`src/rtl/task_scheduler_if.sv`:
```
// Op-bus bundle between the task slots / host and the scheduler.
// The scheduler connects through the slave modport.
interface task_scheduler_if #(
    parameter int N_TASKS = 8
);
    logic [8*N_TASKS-1:0] task_words;
    logic [15:0]          host_op;
    logic                 host_valid;
    logic                 host_ready;
    logic [15:0]          out_op;
    logic [3:0]           cur_task;
    logic                 busy;
    logic                 slice_done;

    modport master (
        output task_words, host_op, host_valid,
        input  host_ready, out_op, cur_task, busy, slice_done
    );

    modport slave (
        input  task_words, host_op, host_valid,
        output host_ready, out_op, cur_task, busy, slice_done
    );
endinterface

```
`src/rtl/task_scheduler.sv`:
```
// Priority / round-robin time-slice scheduler with host command arbitration.
// Optional macro TASK_SCHED_PREEMPT_EN: a strictly higher-priority slot ends the slice early.
module task_scheduler #(
    parameter int N_TASKS      = 8,
    parameter int SLICE_CYCLES = 10000,
    parameter int CNT_W        = 32
) (
    input  logic             CLK,
    input  logic             RST,
    task_scheduler_if.slave  bus
);
    localparam logic [2:0] IDLE   = 3'd0;
    localparam logic [2:0] SCAN   = 3'd1;
    localparam logic [2:0] EXEC   = 3'd2;
    localparam logic [2:0] RUN    = 3'd3;
    localparam logic [2:0] FINISH = 3'd4;
    localparam logic [2:0] HOST   = 3'd5;

    localparam logic [3:0]       OPC_EXEC = 4'b0111;
    localparam logic [3:0]       OPC_FIN  = 4'b1111;
    localparam logic [CNT_W-1:0] CNT_LAST = CNT_W'(SLICE_CYCLES - 1);

    logic [2:0]       state_q, state_d;
    logic [CNT_W-1:0] cnt_q, cnt_d;
    logic [3:0]       rr_q, rr_d;
    logic [3:0]       win_idx_q, win_idx_d;
    logic [3:0]       win_id_q, win_id_d;
`ifdef TASK_SCHED_PREEMPT_EN
    logic [3:0]       win_p_q, win_p_d;
`endif
    logic [15:0]      op_q, op_d;
    logic [3:0]       cur_q, cur_d;
    logic             busy_q, busy_d;
    logic             done_q, done_d;

    logic [3:0] prty [N_TASKS];
    logic [3:0] ids  [N_TASKS];
    logic [3:0] best_p, best_idx, best_id;
    logic       win_zero, preempt;

    // Split each slot word into id and priority nibbles
    always_comb begin
        for (int i = 0; i < N_TASKS; i++) begin
            prty[i] = bus.task_words[8*i +: 4];
            ids[i]  = bus.task_words[8*i+4 +: 4];
        end
    end

    // Highest priority wins; ties go to the first slot after rr_q (wrapping)
    always_comb begin
        best_p   = 4'h0;
        best_idx = 4'h0;
        best_id  = 4'h0;
        for (int p = 0; p < 2; p++) begin
            for (int i = 0; i < N_TASKS; i++) begin
                if (((p == 0) ? (4'(i) > rr_q) : (4'(i) <= rr_q))
                    && prty[i] > best_p) begin
                    best_p   = prty[i];
                    best_idx = 4'(i);
                    best_id  = ids[i];
                end
            end
        end
    end

    // Watch the running slot for withdrawal and for higher-priority rivals
    always_comb begin
        win_zero = 1'b0;
        preempt  = 1'b0;
        for (int i = 0; i < N_TASKS; i++) begin
            if (4'(i) == win_idx_q) begin
                if (bus.task_words[8*i +: 8] == 8'h00) win_zero = 1'b1;
            end
`ifdef TASK_SCHED_PREEMPT_EN
            else if (prty[i] > win_p_q) begin
                preempt = 1'b1;
            end
`endif
        end
    end

    // Next state, slice counter, winner latch and registered op word
    always_comb begin
        state_d   = state_q;
        cnt_d     = cnt_q;
        rr_d      = rr_q;
        win_idx_d = win_idx_q;
        win_id_d  = win_id_q;
`ifdef TASK_SCHED_PREEMPT_EN
        win_p_d   = win_p_q;
`endif
        op_d      = 16'h0000;
        unique case (state_q)
            IDLE: begin
                if (bus.host_valid) begin
                    state_d = HOST;
                    op_d    = bus.host_op;
                end else if (best_p != 4'h0) begin
                    state_d = SCAN;
                end
            end
            SCAN: begin
                if (best_p != 4'h0) begin
                    state_d   = EXEC;
                    win_idx_d = best_idx;
                    win_id_d  = best_id;
`ifdef TASK_SCHED_PREEMPT_EN
                    win_p_d   = best_p;
`endif
                    op_d      = {4'h0, best_id, OPC_EXEC, 4'h0};
                end else begin
                    state_d = IDLE;
                end
            end
            EXEC: begin
                state_d = RUN;
                cnt_d   = '0;
                rr_d    = win_idx_q;
            end
            RUN: begin
                if (win_zero) begin
                    state_d = IDLE;
                    cnt_d   = '0;
                end else if (cnt_q == CNT_LAST || preempt) begin
                    state_d = FINISH;
                    cnt_d   = '0;
                    op_d    = {4'h0, win_id_q, OPC_FIN, 4'h0};
                end else begin
                    cnt_d = cnt_q + CNT_W'(1);
                end
            end
            FINISH:  state_d = IDLE;
            HOST:    state_d = IDLE;
            default: state_d = IDLE;
        endcase
    end

    // Status outputs follow the state being entered
    always_comb begin
        busy_d = (state_d == EXEC) || (state_d == RUN) || (state_d == FINISH);
        cur_d  = busy_d ? win_id_d : 4'h0;
        done_d = (state_d == FINISH);
    end

    // State and output registers
    always_ff @(posedge CLK or posedge RST) begin
        if (RST) begin
            state_q   <= IDLE;
            cnt_q     <= '0;
            rr_q      <= 4'h0;
            win_idx_q <= 4'h0;
            win_id_q  <= 4'h0;
`ifdef TASK_SCHED_PREEMPT_EN
            win_p_q   <= 4'h0;
`endif
            op_q      <= 16'h0000;
            cur_q     <= 4'h0;
            busy_q    <= 1'b0;
            done_q    <= 1'b0;
        end else begin
            state_q   <= state_d;
            cnt_q     <= cnt_d;
            rr_q      <= rr_d;
            win_idx_q <= win_idx_d;
            win_id_q  <= win_id_d;
`ifdef TASK_SCHED_PREEMPT_EN
            win_p_q   <= win_p_d;
`endif
            op_q      <= op_d;
            cur_q     <= cur_d;
            busy_q    <= busy_d;
            done_q    <= done_d;
        end
    end

    assign bus.host_ready = (state_q == IDLE) && !RST;
    assign bus.out_op     = op_q;
    assign bus.cur_task   = cur_q;
    assign bus.busy       = busy_q;
    assign bus.slice_done = done_q;
endmodule
```
`src/flat_wrapper.sv`:
```
// flat-port wrapper written by rule: the top's interface ports become plain ports
module task_scheduler_flat 
#(
    parameter int N_TASKS      = 8,
    parameter int SLICE_CYCLES = 10000,
    parameter int CNT_W        = 32
)
  (CLK, RST, bus_task_words, bus_host_op, bus_host_valid, bus_host_ready, bus_out_op, bus_cur_task, bus_busy, bus_slice_done);
  task_scheduler_if #(.N_TASKS(N_TASKS)) bus_i ();
  input  logic CLK;
  input  logic RST;
  input wire logic [$bits(bus_i.task_words)-1:0] bus_task_words;
  input wire logic [$bits(bus_i.host_op)-1:0] bus_host_op;
  input wire logic [$bits(bus_i.host_valid)-1:0] bus_host_valid;
  output wire logic [$bits(bus_i.host_ready)-1:0] bus_host_ready;
  output wire logic [$bits(bus_i.out_op)-1:0] bus_out_op;
  output wire logic [$bits(bus_i.cur_task)-1:0] bus_cur_task;
  output wire logic [$bits(bus_i.busy)-1:0] bus_busy;
  output wire logic [$bits(bus_i.slice_done)-1:0] bus_slice_done;
  assign bus_i.task_words = bus_task_words;
  assign bus_i.host_op = bus_host_op;
  assign bus_i.host_valid = bus_host_valid;
  assign bus_host_ready = bus_i.host_ready;
  assign bus_out_op = bus_i.out_op;
  assign bus_cur_task = bus_i.cur_task;
  assign bus_busy = bus_i.busy;
  assign bus_slice_done = bus_i.slice_done;
  task_scheduler #(.N_TASKS(N_TASKS), .SLICE_CYCLES(SLICE_CYCLES), .CNT_W(CNT_W)) u_core (.CLK(CLK), .RST(RST), .bus(bus_i));
endmodule
```
`config.mk`:
```
export PLATFORM = sky130hd
export DESIGN_NAME = task_scheduler_flat
export DESIGN_NICKNAME = d
export VERILOG_FILES = /design/src/rtl/task_scheduler_if.sv /design/src/rtl/task_scheduler.sv /design/src/flat_wrapper.sv
export SDC_FILE = /design/constraint.sdc
export NUM_CORES = 1
export LEC_CHECK = 0
export ABC_AREA = 1
export CAP_MARGIN = 20
export CORE_ASPECT_RATIO = 0.7
export CORE_MARGIN = 4
export CORE_UTILIZATION = 34
export CTS_CLUSTER_DIAMETER = 50
export CTS_CLUSTER_SIZE = 20
export DETAILED_ROUTE_END_ITERATION = 16
export MAX_ROUTING_LAYER = met4
export PLACE_DENSITY = 0.55
export SETUP_SLACK_MARGIN = 0.4
export SYNTH_ARGS = -nofsm -noshare
export SYNTH_HDL_FRONTEND = slang
export SYNTH_SLANG_ARGS = --single-unit
```
`constraint.sdc`:
```
create_clock -name CLK -period 18.7 [get_ports CLK]
set_input_delay 3.74 -clock CLK [delete_from_list [all_inputs] [get_ports CLK]]
set_output_delay 3.74 -clock CLK [all_outputs]
set_load 0.01 [all_outputs]
```
Figure 1. Register map, names as in the netlist.
Bar = 50 um. Other sequential cells in the stronger grey, the rest of the logic in the fainter grey.
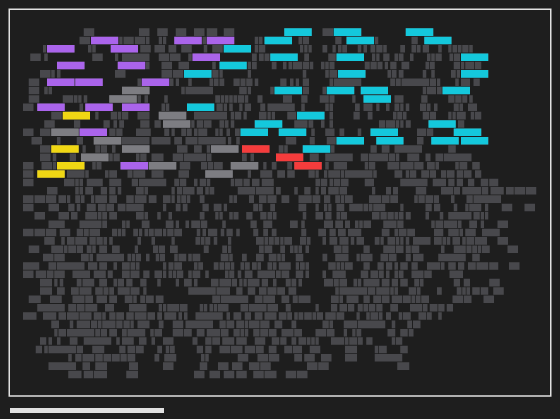
colour	name in the netlist	sequential cells
cyan	u_core.cnt_q	32
yellow	u_core.bus.cur_task	4
purple	u_core.bus.out_op	16
red	u_core.rr_q	3
not coloured	12
sequential cell area share: 16.2%
Flop area: 1680 um^2

Figure 2. Clock wires, drivers and flops.
Bar = 50 um.
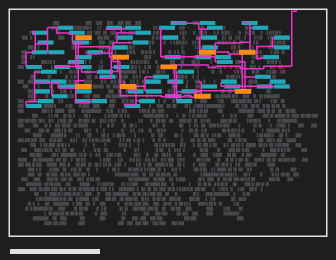
[magenta] clock wires | length: 1000 um
[cyan] flip-flops | count: 67
[orange] cells driving clock nets | count: 9
routed clock nets	10
clock skew: 0.00973 ns
Worst-Skew Late Latency: 0.34 ns

==> out/qor.txt <==
Main flop type: dfrtp_1
Uppermost layer routed: met4
RSZ-0062 raised after global routing: true
Non-CTS buffers: 267
Least-Margin Pin Slew: 0.845 ns
Share of cells above drive strength 1: 33.5%
Non-clock buffering overhead: 22.4%
Post-CTS Hold Fix Bufs: 0
Chip height: 126 um
Port buffer count: 105
Setup-failing EPs final: 0
Combinational gate area: 5090 um^2
Post-CTS Setup Repair Bufs: 13
Crit path DAT: 17.89 ns
Distinct lib cells: 50
Clkbuf count: 10
Met3 Track Usage GR: 3.68%
First-pass GRT wire length: 36.7 mm
Synthesis area per yosys: 6710 um^2
Final ANT Viol Nets: 0
Setup tns final: 0 ns
Post-layout min period: 17.65 ns
# diodes: 1
Grt ovf: 0
Clk sink count: 67
Final period utilization: 94.4%
Post-synth seq share: 25.0%
Pre-CTS WS: -1.13 ns
Wire length on met2: 9.30 mm
Top Layout Cells: nand2_1, buf_4, inv_1, clkdlybuf4s50_1, nand3_1
Post-Syn Instances: 985
MI comb cells: 737
Top cell type by total area after synthesis: dfrtp_1
Post-synth top cells: nand2_1, inv_1, o21ai_0
Outcome: completed
Vias in the first global route: 7132
CP max stage cell: ha_1
Ports: 106
Routed vias/inst: 4.98
Placed cell areas: 8900 um^2
Top-count cell post-synth: nand2_1
Share of the synthesized area in the top cell type: 25.0%
Drt first-iter violations: 556
Met1 WL: 12.5 mm
Post-CTS sizing: 55
RD Place Congestion: 0.911
Yosys warns: 0
GR peak layer: met1
CP max FO: 8
Fin. max-slew vios: 0
Asr flop ratio synth: 100%
Worst path required time: 18.94 ns
CTS H-tree depth: 3
Slowest stage delay, CP: 0.32 ns
# Cells Yosys: 985
Largest cell class by area: logic gates
Max frequency: 56.7 MHz
Clk cell area share: 3.00%
Tool warnings: 27
Figure 3. Signal metal coverage by tile.
The die is cut into 35 by 25 equal tiles; dark blue is low, red is high, scaled to the fullest tile. Values are wire area over tile area, all layers added.
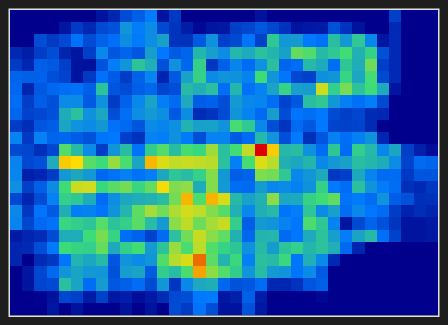
nearly empty tiles	17%
emptiest ninth of the die	bottom right
fullest tile	0.68
mean over tiles	0.17
densest ninth of the die	middle
tiles over half the peak	10%
routed len/inst: 15.4 um
GRT Overall Usage: 21.0%
Vias: 7552

Figure 4. Cell outlines without signal wires.
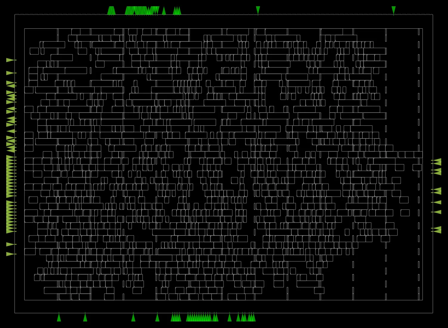
TAP cells: 264
Site Rows: 42
# fillers: 1854
fin util: 54.2%
Core Area: 19100 um^2

## final timing paths
| check | startpoint | to | slack (ns) | depth (start not counted) |
|---|---|---|---|---|
| min | u_core.cnt_q[0]$_DFFE_PP0P_ | u_core.cnt_q[0]$_DFFE_PP0P_ | 0.51 | 1 |
| min in group asynchronous | RST | u_core.bus.out_op[13]$_DFF_PP0_ | 4.01 | 3 |
| min reg2reg | u_core.cnt_q[0]$_DFFE_PP0P_ | u_core.cnt_q[0]$_DFFE_PP0P_ | 0.51 | 1 |
| max in group asynchronous | RST | u_core.cnt_q[10]$_DFFE_PP0P_ | 14.15 | 3 |
| max | bus_task_words[9] | u_core.bus.cur_task[2]$_DFF_PP0_ | 1.05 | 124 |
| max reg2reg | u_core.rr_q[2]$_DFFE_PP0P_ | u_core.bus.cur_task[2]$_DFF_PP0_ | 3.71 | 125 |
## cells by family (layout without fill, tap and decap cells)
group,count (synthesis),count (layout),synth area share [%]
XOR/XNOR,9,9,1.18
adder cells (fa/ha/maj),44,44,8.21
AND/OR/NAND/NOR,500,501,38.5
buffers and inverters,182,447,10.7
AND-OR/OR-AND,182,182,16.3
other,0,1,0
flip-flops,67,67,25.0
multiplexers,1,1,0.149
## worst max-delay path, delay by kind of cell
family                   cells  cell delay (ns)
AND-OR/OR-AND               22             2.35
adder cells (fa/ha/maj)     14             3.97
buffers and inverters       23             1.56
AND/OR/NAND/NOR             65             6.19
## metrics by stage
step / util (%) / hold slack (ns)
3_5_place_dp: 46.5 / 0.487
4_1_cts: 49.5 / 0.501
5_1_grt: 54.2 / 0.539
3_3_place_gp: 46.5 / 0.483
2_1_floorplan: - / 0.470
6_report: 54.2 / 0.506
